==> images/congestion.png <==
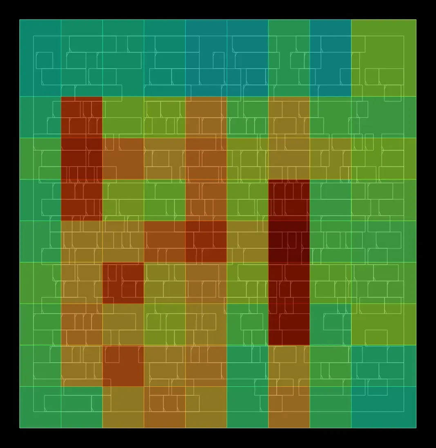
==> images/placement_by_type.png <==
The bar under the picture is 20 um long.
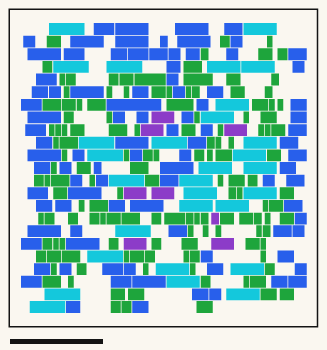
==> images/logic_types.png <==
The bar under the picture is 20 um long.
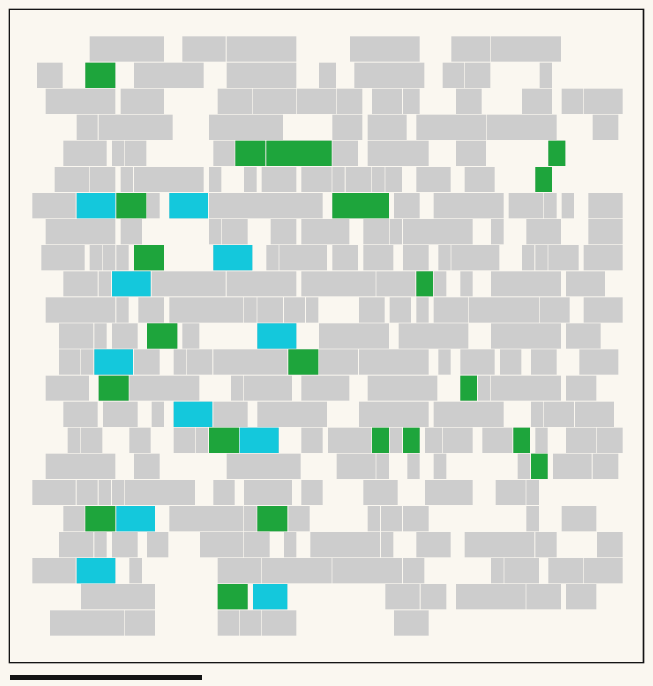
`src/rtl/lram_arbiter_if.sv`:
```
// ---------------------------------------------------------------------------
// lram_arbiter_if
// Bundles the two requester ports and the LUTRAM bank port of lram_arbiter.
//
// Parameters:
//   DW - data width (LUTRAM bank width)
//   AW - requester address width
//
// Signals:
//   a_* / b_*  requester A / B: valid, we, addr, wdata (requests) and
//              ready, rvalid, rdata (accept strobe and read response)
//   ram_addr   LUTRAM address to all read/write ports
//   ram_data   LUTRAM write data
//   ram_wen    LUTRAM write enable
//   ram_y      LUTRAM asynchronous read data
//
// Modports:
//   slave  - the arbiter
//   master - the environment: both requesters plus the LUTRAM bank
// ---------------------------------------------------------------------------
interface lram_arbiter_if #(
    parameter int DW = 8,
    parameter int AW = 3
);
    logic          a_valid;
    logic          a_we;
    logic [AW-1:0] a_addr;
    logic [DW-1:0] a_wdata;
    logic          a_ready;
    logic          a_rvalid;
    logic [DW-1:0] a_rdata;

    logic          b_valid;
    logic          b_we;
    logic [AW-1:0] b_addr;
    logic [DW-1:0] b_wdata;
    logic          b_ready;
    logic          b_rvalid;
    logic [DW-1:0] b_rdata;

    logic [AW-1:0] ram_addr;
    logic [DW-1:0] ram_data;
    logic          ram_wen;
    logic [DW-1:0] ram_y;

    modport slave (
        input  a_valid, a_we, a_addr, a_wdata,
        input  b_valid, b_we, b_addr, b_wdata,
        input  ram_y,
        output a_ready, a_rvalid, a_rdata,
        output b_ready, b_rvalid, b_rdata,
        output ram_addr, ram_data, ram_wen
    );

    modport master (
        output a_valid, a_we, a_addr, a_wdata,
        output b_valid, b_we, b_addr, b_wdata,
        output ram_y,
        input  a_ready, a_rvalid, a_rdata,
        input  b_ready, b_rvalid, b_rdata,
        input  ram_addr, ram_data, ram_wen
    );
endinterface

```
`src/rtl/lram_arbiter.sv`:
```
// ---------------------------------------------------------------------------
// lram_arbiter
// Two-requester arbiter in front of a single LUTRAM bank (RAM64M8 style:
// asynchronous read, write on the rising clock edge). One request is
// accepted per cycle; reads return one cycle later on the winner's
// rvalid/rdata, writes commit on the edge that ends the accept cycle.
//
// Parameters:
//   DW - data width, equal to the LUTRAM bank width
//   AW - requester address width (1..6)
//
// Ports:
//   clock - single clock, also the LUTRAM write clock
//   reset - synchronous, active-high
//   bus   - lram_arbiter_if.slave: requester A/B handshakes and LUTRAM port
//
// Configuration macro:
//   LRAM_ARBITER_RR_EN - defined: round-robin on contention (the requester
//                        that did not win last time wins).
//                        undefined: fixed priority, A always wins.
// ---------------------------------------------------------------------------
module lram_arbiter #(
    parameter int DW = 8,
    parameter int AW = 3
) (
    input  logic           clock,
    input  logic           reset,
    lram_arbiter_if.slave  bus
);

    localparam logic [0:0] GRANT_A = 1'b0;
    localparam logic [0:0] GRANT_B = 1'b1;

`ifdef LRAM_ARBITER_RR_EN
    localparam bit RR_EN = 1'b1;
`else
    localparam bit RR_EN = 1'b0;
`endif

    logic [0:0]    last_grant;
    logic          a_wins_tie;
    logic          grant_a;
    logic          grant_b;
    logic          accept;
    logic          acc_we;
    logic [AW-1:0] acc_addr;
    logic [DW-1:0] acc_wdata;

    // Last driven bus values, replayed while idle
    logic [AW-1:0] addr_q;
    logic [DW-1:0] data_q;

    logic          a_rvalid_p1;
    logic          b_rvalid_p1;
    logic [DW-1:0] a_rdata_p1;
    logic [DW-1:0] b_rdata_p1;

    // ---- stage p0: arbitration and LUTRAM drive (combinational) ----
    // last_grant is maintained in both builds; it only steers ties in RR.
    assign a_wins_tie = !RR_EN || (last_grant == GRANT_B);

    always_comb begin
        grant_a = 1'b0;
        grant_b = 1'b0;
        if (!reset) begin
            if (bus.a_valid && bus.b_valid) begin
                grant_a = a_wins_tie;
                grant_b = !a_wins_tie;
            end else begin
                grant_a = bus.a_valid;
                grant_b = bus.b_valid;
            end
        end
    end

    assign accept    = grant_a || grant_b;
    assign acc_we    = grant_b ? bus.b_we    : bus.a_we;
    assign acc_addr  = grant_b ? bus.b_addr  : bus.a_addr;
    assign acc_wdata = grant_b ? bus.b_wdata : bus.a_wdata;

    assign bus.a_ready  = grant_a;
    assign bus.b_ready  = grant_b;
    assign bus.ram_wen  = accept && acc_we;
    assign bus.ram_addr = accept ? acc_addr  : addr_q;
    assign bus.ram_data = accept ? acc_wdata : data_q;

    // Responses are masked while reset is high so a read accepted just
    // before reset never shows up as a response.
    assign bus.a_rvalid = a_rvalid_p1 && !reset;
    assign bus.b_rvalid = b_rvalid_p1 && !reset;
    assign bus.a_rdata  = reset ? '0 : a_rdata_p1;
    assign bus.b_rdata  = reset ? '0 : b_rdata_p1;

    // ---- stage p1: read response and arbitration history ----
    always_ff @(posedge clock) begin
        if (reset) begin
            last_grant  <= GRANT_B;
            addr_q      <= '0;
            data_q      <= '0;
            a_rvalid_p1 <= 1'b0;
            b_rvalid_p1 <= 1'b0;
            a_rdata_p1  <= '0;
            b_rdata_p1  <= '0;
        end else begin
            a_rvalid_p1 <= grant_a && !bus.a_we;
            b_rvalid_p1 <= grant_b && !bus.b_we;
            if (grant_a && !bus.a_we) begin
                a_rdata_p1 <= bus.ram_y;
            end
            if (grant_b && !bus.b_we) begin
                b_rdata_p1 <= bus.ram_y;
            end
            if (accept) begin
                last_grant <= grant_b ? GRANT_B : GRANT_A;
                addr_q     <= acc_addr;
                data_q     <= acc_wdata;
            end
        end
    end

endmodule
```
`src/flat_wrapper.sv`:
```
// flat-port wrapper written by rule: the top's interface ports become plain ports
module lram_arbiter_flat 
#(
    parameter int DW = 8,
    parameter int AW = 3
)
  (clock, reset, bus_a_valid, bus_a_we, bus_a_addr, bus_a_wdata, bus_b_valid, bus_b_we, bus_b_addr, bus_b_wdata, bus_ram_y, bus_a_ready, bus_a_rvalid, bus_a_rdata, bus_b_ready, bus_b_rvalid, bus_b_rdata, bus_ram_addr, bus_ram_data, bus_ram_wen);
  lram_arbiter_if #(.DW(DW), .AW(AW)) bus_i ();
  input  logic clock;
  input  logic reset;
  input wire logic [$bits(bus_i.a_valid)-1:0] bus_a_valid;
  input wire logic [$bits(bus_i.a_we)-1:0] bus_a_we;
  input wire logic [$bits(bus_i.a_addr)-1:0] bus_a_addr;
  input wire logic [$bits(bus_i.a_wdata)-1:0] bus_a_wdata;
  input wire logic [$bits(bus_i.b_valid)-1:0] bus_b_valid;
  input wire logic [$bits(bus_i.b_we)-1:0] bus_b_we;
  input wire logic [$bits(bus_i.b_addr)-1:0] bus_b_addr;
  input wire logic [$bits(bus_i.b_wdata)-1:0] bus_b_wdata;
  input wire logic [$bits(bus_i.ram_y)-1:0] bus_ram_y;
  output wire logic [$bits(bus_i.a_ready)-1:0] bus_a_ready;
  output wire logic [$bits(bus_i.a_rvalid)-1:0] bus_a_rvalid;
  output wire logic [$bits(bus_i.a_rdata)-1:0] bus_a_rdata;
  output wire logic [$bits(bus_i.b_ready)-1:0] bus_b_ready;
  output wire logic [$bits(bus_i.b_rvalid)-1:0] bus_b_rvalid;
  output wire logic [$bits(bus_i.b_rdata)-1:0] bus_b_rdata;
  output wire logic [$bits(bus_i.ram_addr)-1:0] bus_ram_addr;
  output wire logic [$bits(bus_i.ram_data)-1:0] bus_ram_data;
  output wire logic [$bits(bus_i.ram_wen)-1:0] bus_ram_wen;
  assign bus_i.a_valid = bus_a_valid;
  assign bus_i.a_we = bus_a_we;
  assign bus_i.a_addr = bus_a_addr;
  assign bus_i.a_wdata = bus_a_wdata;
  assign bus_i.b_valid = bus_b_valid;
  assign bus_i.b_we = bus_b_we;
  assign bus_i.b_addr = bus_b_addr;
  assign bus_i.b_wdata = bus_b_wdata;
  assign bus_i.ram_y = bus_ram_y;
  assign bus_a_ready = bus_i.a_ready;
  assign bus_a_rvalid = bus_i.a_rvalid;
  assign bus_a_rdata = bus_i.a_rdata;
  assign bus_b_ready = bus_i.b_ready;
  assign bus_b_rvalid = bus_i.b_rvalid;
  assign bus_b_rdata = bus_i.b_rdata;
  assign bus_ram_addr = bus_i.ram_addr;
  assign bus_ram_data = bus_i.ram_data;
  assign bus_ram_wen = bus_i.ram_wen;
  lram_arbiter #(.DW(DW), .AW(AW)) u_core (.clock(clock), .reset(reset), .bus(bus_i));
endmodule
```
`config.mk`:
```
export PLATFORM = sky130hd
export DESIGN_NAME = lram_arbiter_flat
export DESIGN_NICKNAME = d
export VERILOG_FILES = /design/src/rtl/lram_arbiter_if.sv /design/src/rtl/lram_arbiter.sv /design/src/flat_wrapper.sv
export SDC_FILE = /design/constraint.sdc
export NUM_CORES = 1
export LEC_CHECK = 0
export CORE_AREA = 2 2 64 66
export CTS_CLUSTER_SIZE = 8
export DETAILED_ROUTE_END_ITERATION = 10
export DIE_AREA = 0 0 66 68
export PLACE_DENSITY_LB_ADDON = 0.05
export SYNTH_ARGS = -nofsm -noshare
export SYNTH_HDL_FRONTEND = slang
export SYNTH_SLANG_ARGS = --single-unit
```
`constraint.sdc`:
```
create_clock -name clock -period 1.1 [get_ports clock]
set_input_delay 0.11 -clock clock [delete_from_list [all_inputs] [get_ports clock]]
set_output_delay 0.11 -clock clock [all_outputs]
set_load 0.05 [all_outputs]
```
==> CHANGELOG.md <==
## Implementation

- Power share of the combinational group: around 33%
- Layout Skew: 0 ps
- Xor/xnor share: 0%
- Final wirelength: 4.983 mm
- DRC: 0
- Vias in the first global route: between 1500 and 2000
- Net Count, Synth: 219
- Setup TNS: -1416 ps
- Cell taking the most area after synthesis: dfxtp_1
- Antenna violations before repair: 0
- Hold WS: 21.82 ps
- Log Warnings: 29
- Crit-path slowest cell: a221o_2
- Final setup violation count: 11
- Syn Area/Cell: 8.129 um2
- Pins Over Slew Limit: 0
- Root buf cell: clkbuf_8
- Final HPWL DP: 3.146 mm
- Outcome: finished, violations left
- Sw frac: 30.02%
- Flop2flop setup slack: 270 ps
- Die W: 66 um
- Worst path required time: 990 ps
- Sequential fraction of design power: 36.7%
- First-pass GRT wire length: 7.479 mm
- Synth Instances: 183
- Yosys reg bits: 29
- Fmax: ~800 MHz
- Complex-gate fraction of the synthesized area: about 17%
- Hold Crit Class: in -> reg
- Critical Path, Cell by Cell: clkdlybuf4s50_1 > a221o_2 > buf_12
- Main area contributors: dfxtp_1 (39%), nor2b_1 (8.0%), nor2_1 (7.8%)
- H-tree Lvls: 2
- Dominant cell area share: 39.02%
- PortBufs: approximately 67
- CP Data Arrival Time: 1140 ps
- Via count: between 1500 and 2000
- Crit path time final: 1254 ps
- Placed insts: 304
- Ys cells: approximately 180
- DIE HEIGHT: 68 um
- Chip area: 4488 um2
- Initial DRC count: 80
- Final #Nets: 303
- Via/cell ratio: 5.252
- Diode count: 0
- R2R depth: 3
- Largest net degree at the start of global routing: 45
- Hold Vio Cnt, Final: 0
- Synthesis Warnings: 0
- PwrDens: 1139 nW/um2
- Clk sinks: 29
- Synth logic family: simple AND/OR/NAND/NOR gates
- Net load switching power: 0.9352 mW
- Failing checks: setup timing
- Unique cell types: 22
- Setup slack after layout: -154.1 ps
- Delay of the slowest cell on the worst path: about 440 ps
- Share of cells above drive strength 1: 43.28%
- Worst setup EP type: primary output
- Total GRT Usage: between 20% and 30%
- Max Root-Sink Buffers: 2
- And+or+nand+nor area frac: between 30% and 40%
- RSZ-0062 raised after global routing: true
- CTS clock-pin slew for the worst setup and hold paths: 60 ps
- CTS tree: built
- Slew @ Worst Pin: roughly 370 ps
- Slew headroom: 75.28%
-- congestion.png (at the start) --
GRT met1 Usage: 22.04%
met2 Track Usage GR: 44.57%
fin util: 70.96%
Routed wire per std cell: 15.67 um
GRT busiest layer: met2

-- placement_by_type.png (at the start) --
| class | colour | cells |
|---|---|---|
| other buffers and delay cells | blue | 93 |
| flops | cyan | 29 |
| clock drivers and dummy loads | purple | 8 |
| combinational and other logic | green | 138 |
Final Instance Area: 2736 um2
# rows: 23
core area: 3856 um2
flop share of the area: 21.72%

-- logic_types.png (at the start) --
| family | colour | cells |
|---|---|---|
| AND-OR and OR-AND gates | cyan | 11 |
| inverting AOI/OAI gates | green | 21 |
post-route insts no fill: 318
Comb area share: 33.01%

-- worst max-delay path, delay by kind of cell --
kind            cells  cell delay [ps]
compound gates      1              440
buf+inv             2              590
-- state kept, by name, indices dropped and copies added, names as in the netlist --
register,count
u_core.data_q,8
u_core.addr_q,3
u_core.a_rvalid_p1,1
u_core.b_rdata_p1,8
u_core.a_rdata_p1,8
u_core.b_rvalid_p1,1
-- synth_stat cells --
cell	number
a21oi_1	9
a221o_1	11
a311oi_1	11
buf_2	6
buf_4	3
buf_6	3
clkbuf_1	3
clkbuf_2	1
dfxtp_1	29
inv_2	1
mux2i_1	8
nand2_1	29
nand2b_1	11
nand3_1	1
nor2_1	31
nor2_2	1
nor2b_1	19
nor3_1	2
nor3b_2	1
o21bai_1	1
or2_1	1
or3b_1	1
-- kinds of logic (layout without fill, tap and decap cells) --
| kind of cell | Yosys count | in the layout |
|---|---|---|
| AND-OR/OR-AND | 32 | 32 |
| multiplexers | 8 | 8 |
| AND/OR/NAND/NOR | 97 | 97 |
| buffers and inverters | 17 | 102 |
| flip-flops | 29 | 29 |
-- power by group through the flow --
stage | Clock [mW] | Combinational, mW | Sequential [mW]
final | 0.958 | 1.01 | 1.14
after global routing | 1.04 | 1.06 | 1.15
after CTS | 0.983 | 0.992 | 1.14
after detailed placement | 0 | 0.948 | 1.16
after global placement | 0 | 0.930 | 1.15
after floorplan | 0 | 0.492 | 1.15
-- what timing repair did --
item / in CTS / in global routing
endpoints found under the setup margin: 46 / 21
gates resized: 29 / 42
buffers inserted: 4 / 2
endpoints found under the hold margin: 0 / 0
cloned: 2 / 0
pin swaps: 13 / 14
-- per-stage QoR --
stage                     cell area, um2  total power [mW]  util, %  setup WS [ps]
after detailed placement            2417             2.105    62.69         -531.6
after CTS                           2613             3.112    67.75         -171.0
after global routing                2736             3.250    70.96         -172.9
after floorplan                     1528             1.640        -         -129.1
final                               2736             3.116    70.96         -154.1
after global placement              2417             2.084    62.69         -489.4
-- layer usage --
| layer | share of wire [%] | vias up |
|---|---|---|
| met5 | 0 | - |
| met4 | 0.78 | 0 |
| met3 | 5.4 | 4 |
| met2 | 56 | 54 |
| met1 | 38 | 818 |
| li1 | - | 794 |
-- cell type report --
| class | count | area [um2] |
|---|---|---|
| flip-flops and latches | 29 | 594.3 |
| repair buffers | 93 | 1071 |
| inverters | 1 | 3.754 |
| well taps | 50 | 62.56 |
| clock buffers | 7 | 96.34 |
| clock inverters | 1 | 5.005 |
| multi-input cells | 137 | 903.4 |
| fillers | 311 | 1120 |
-- worst min path at each step --
stage	start	endpoint	slack, ps	depth (start not counted)
final	reset	u_core.data_q[2]$_SDFF_PP0_	20	2
after global routing	reset	u_core.data_q[2]$_SDFF_PP0_	10	2
after CTS	reset	u_core.data_q[2]$_SDFF_PP0_	20	2
after detailed placement	reset	u_core.data_q[2]$_SDFF_PP0_	380	2
after global placement	reset	u_core.data_q[2]$_SDFF_PP0_	360	2
after floorplan	bus_a_we	u_core.a_rvalid_p1$_SDFF_PP0_	180	1
Power and IR drop assume default switching activity.
